`src/rtl/delay_tap_scanner.sv`:
```
// delay_tap_scanner: sweeps delay taps, counts per-tap mismatches, reports centre of widest clean run; DLY_SCAN_EARLY_EXIT_EN ends a tap at its first mismatch
module delay_tap_scanner #(
  parameter int TAP_W      = 8,
  parameter int NUM_TAPS   = 256,
  parameter int SETTLE_CYC = 16,
  parameter int WINDOW_CYC = 1024,
  parameter int CNT_W      = 16
) (
  input  logic             clk,
  input  logic             rst_n,
  input  logic             start,
  input  logic             dly_in,
  input  logic             ref_in,
  output logic [TAP_W-1:0] delay_line_rx,
  output logic             busy,
  output logic             done,
  output logic             res_valid,
  output logic [TAP_W-1:0] res_tap,
  output logic [CNT_W-1:0] res_err_cnt,
  output logic [TAP_W-1:0] best_tap,
  output logic [TAP_W:0]   best_len
);
  localparam int PH_MAX = (SETTLE_CYC > WINDOW_CYC) ? SETTLE_CYC : WINDOW_CYC;
  localparam int PH_W   = $clog2(PH_MAX + 1);
  typedef enum logic [2:0] {IDLE, SETTLE, MEASURE, REPORT, FIN} state_t;
  state_t            state, state_n;
  logic [1:0]        dly_sync, ref_sync;
  logic [PH_W-1:0]   ph;
  logic [CNT_W-1:0]  cnt, cnt_n;
  logic [TAP_W:0]    cur_len, cur_len_n, best_len_n;
  logic [TAP_W-1:0]  cur_start, cur_start_n, best_start, best_start_n, best_tap_n;
  logic              mis, early, ph_end, last_tap, clean, take;
  assign mis = dly_sync[1] ^ ref_sync[1];
`ifdef DLY_SCAN_EARLY_EXIT_EN
  assign early = mis;
`else
  assign early = 1'b0;
`endif
  assign ph_end       = (state == SETTLE) ? (ph == PH_W'(SETTLE_CYC - 1)) : (ph == PH_W'(WINDOW_CYC - 1));
  assign last_tap     = delay_line_rx == TAP_W'(NUM_TAPS - 1);
  assign cnt_n        = (mis && !(&cnt)) ? cnt + 1'b1 : cnt;
  assign clean        = cnt == '0;
  assign cur_len_n    = clean ? cur_len + 1'b1 : '0;
  assign cur_start_n  = (clean && cur_len == '0) ? delay_line_rx : cur_start;
  assign take         = cur_len_n > best_len;
  assign best_len_n   = take ? cur_len_n : best_len;
  assign best_start_n = take ? cur_start_n : best_start;
  assign best_tap_n   = (best_len_n == '0) ? '0 : best_start_n + TAP_W'((best_len_n - 1'b1) >> 1);
  assign busy         = state inside {SETTLE, MEASURE, REPORT};
  assign done         = state == FIN;
  assign res_valid    = state == REPORT;
  // two-stage synchronisers for the asynchronous sample inputs
  always_ff @(posedge clk or negedge rst_n) begin
    if (!rst_n) begin
      dly_sync <= '0;
      ref_sync <= '0;
    end else begin
      dly_sync <= {dly_sync[0], dly_in};
      ref_sync <= {ref_sync[0], ref_in};
    end
  end
  // sweep sequencing: start is only honoured in IDLE
  always_comb begin
    state_n = state;
    case (state)
      IDLE:    state_n = start ? SETTLE : IDLE;
      SETTLE:  state_n = ph_end ? MEASURE : SETTLE;
      MEASURE: state_n = (ph_end || early) ? REPORT : MEASURE;
      REPORT:  state_n = last_tap ? FIN : SETTLE;
      FIN:     state_n = IDLE;
      default: state_n = IDLE;
    endcase
  end
  // state register and per-phase cycle counter, restarted on every state change
  always_ff @(posedge clk or negedge rst_n) begin
    if (!rst_n) begin
      state <= IDLE;
      ph    <= '0;
    end else begin
      state <= state_n;
      ph    <= (state_n != state) ? '0 : ph + 1'b1;
    end
  end
  // saturating mismatch counter, cleared while the tap settles
  always_ff @(posedge clk or negedge rst_n) begin
    if (!rst_n) cnt <= '0;
    else if (state == SETTLE) cnt <= '0;
    else if (state == MEASURE) cnt <= cnt_n;
  end
  // tap stepping, result capture and widest-clean-run tracking
  always_ff @(posedge clk or negedge rst_n) begin
    if (!rst_n) begin
      delay_line_rx <= '0;
      res_tap       <= '0;
      res_err_cnt   <= '0;
      cur_len       <= '0;
      cur_start     <= '0;
      best_len      <= '0;
      best_start    <= '0;
      best_tap      <= '0;
    end else begin
      if (state == IDLE && start) begin
        delay_line_rx <= '0;
        cur_len       <= '0;
        cur_start     <= '0;
        best_len      <= '0;
        best_start    <= '0;
        best_tap      <= '0;
      end
      if (state == MEASURE && state_n == REPORT) begin
        res_tap     <= delay_line_rx;
        res_err_cnt <= cnt_n;
      end
      if (state == REPORT) begin
        cur_len    <= cur_len_n;
        cur_start  <= cur_start_n;
        best_len   <= best_len_n;
        best_start <= best_start_n;
        if (last_tap) best_tap <= best_tap_n;
        else delay_line_rx <= delay_line_rx + 1'b1;
      end
    end
  end
endmodule
```
`config.mk`:
```
export PLATFORM = sky130hd
export DESIGN_NAME = delay_tap_scanner
export DESIGN_NICKNAME = d
export VERILOG_FILES = /design/src/rtl/delay_tap_scanner.sv
export SDC_FILE = /design/constraint.sdc
export NUM_CORES = 1
export LEC_CHECK = 0
export CAP_MARGIN = 40
export CORE_MARGIN = 10
export CORE_UTILIZATION = 30
export CTS_CLUSTER_DIAMETER = 100
export DETAILED_ROUTE_END_ITERATION = 8
export PLACE_DENSITY = 0.53
export SYNTH_ARGS = -nofsm -noshare
export SYNTH_HDL_FRONTEND = slang
export SYNTH_SLANG_ARGS = --single-unit
export TNS_END_PERCENT = 1
```
`constraint.sdc`:
```
create_clock -name clk -period 12.7 [get_ports clk]
set_clock_uncertainty 0.15 [all_clocks]
set_input_delay 2.54 -clock clk [delete_from_list [all_inputs] [get_ports clk]]
set_output_delay 2.54 -clock clk [all_outputs]
set_load 0.02 [all_outputs]
```
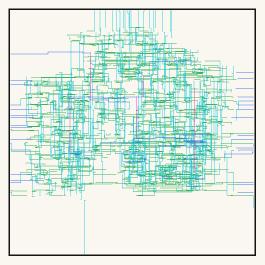
*Wiring by layer*
Drawn at 1.5 px/um.
- met4: magenta (wire length 165 um)
- met3: blue (wire length 797 um)
- met1: green (wire length 7530 um)
- met2: cyan (wire length 6720 um)

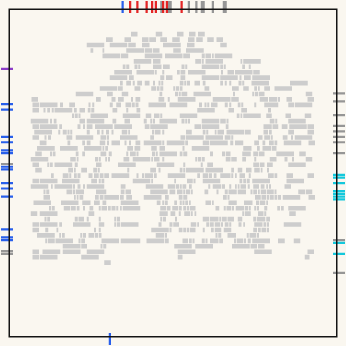
*Ports around the boundary*
Drawn at 2 px/um. Pins as bars across the die edge, other pins in grey.
- `res_err_cnt`: blue (pins 16; direction output; edge 14 west, 1 north, 1 south)
- `res_tap`: red (pins 8; direction output; edge north)
- `best_len`: cyan (pins 9; direction output; edge east)
- `clk`: purple (pins 1; direction input; edge west)
- all pins by edge: 19 east, 19 north, 18 west, 1 south

==> impl_summary.log <==
[flow] final metrics
[metrics] First-pass DRT Iterations: 4
[metrics] cell area after placement: between 6000 and 7000 um^2
[metrics] mean number of vias per cell: a little under 5
[metrics] compound-gate portion of the synthesized area: 0.154
[metrics] Top FF cell, synth: dfrtp_1
[metrics] dominant logic cell type in the layout: dfrtp_1
[metrics] P_sw: ~0.00035 W
[metrics] GR Layer Usage met3: 0.0317
[metrics] leading area contributor after synthesis: dfrtp_1
[metrics] outcome: finished, final reports clean
[metrics] number of top-level pins: 57
[metrics] routed metal-1 wirelength: 7530 um
[metrics] Buf+Inv Stages, Crit Path: 3
[metrics] most numerous cell on the critical path: ha_1
[metrics] sequential portion of the cell area: 0.373
[metrics] Resize count post-CTS: 0
[metrics] storage element area: roughly 2700 um^2
[metrics] post-synthesis area per instance: between 9 and 10 um^2
[metrics] simple-gate area share of the yosys netlist: 0.200
[metrics] layout cells sized above 1: 0.0695
[metrics] XOR/XNOR share of the synthesized area: 0.0742
[metrics] CORE AREA: 20200 um^2
[metrics] Finish-stage setup viols: 0
[metrics] Placer Congestion: around 0.86
[metrics] synthesized instance count: around 670
[metrics] Worst Path Class, Setup: flop to flop
[metrics] mux share: 0.0385
[metrics] ys cells: approximately 670
[metrics] top cells by count, synth: 108 x dfrtp_1, 82 x nand2_1, 75 x nor2_1
[metrics] Post-synth regs: approximately 110
[metrics] delay of the slowest critical-path stage: slightly below 0.6 ns
[metrics] registers: 108
[metrics] Post-Synth Adder-Cell Area: 0.0502
[metrics] met1 global-route usage: 0.162
[metrics] fin crit period: approximately 6.6 ns
[metrics] met3 wire len: between 700 and 800 um
[metrics] Worst R2R Path Depth: 29
[metrics] Gate Area: between 3000 and 4000 um^2
[metrics] busiest grt layer: met2
[metrics] final std cells w/o fill: about 990
[metrics] category of cells accounting for the largest share of critical-path delay: AND-OR/OR-AND gates
[metrics] critical path data required time: 12.79 ns
[metrics] Vias: between 4000 and 5000
[metrics] Power Combinational: 0.000334 W
[metrics] Hold Crit Depth: 0
[metrics] signed area change from the synthesized netlist to the final layout: 18.2%
[metrics] netlist area before placement: slightly above 6000 um^2
[metrics] total power density per cell area: ~130 nW/um^2
[metrics] Non-clk invs: 26
[metrics] Post-Place Setup Slack: 6.09 ns
[metrics] final count of pins violating max slew: 0
[metrics] post-route clock period utilization: 0.523
[metrics] reg-to-reg slack, setup: roughly 6.1 ns
[metrics] wire length after detailed routing: 15200 um
[metrics] DRC violation total after the first TritonRoute iteration: between 200 and 300
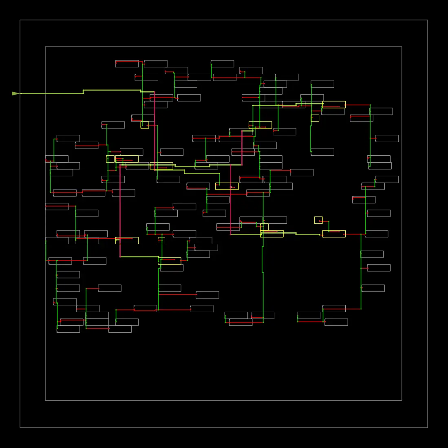
*Clock nets*
number of clock buffers in the layout: 9
total CTS buffers: 9

No activity file was given, so power comes from the tool's default toggle rates.
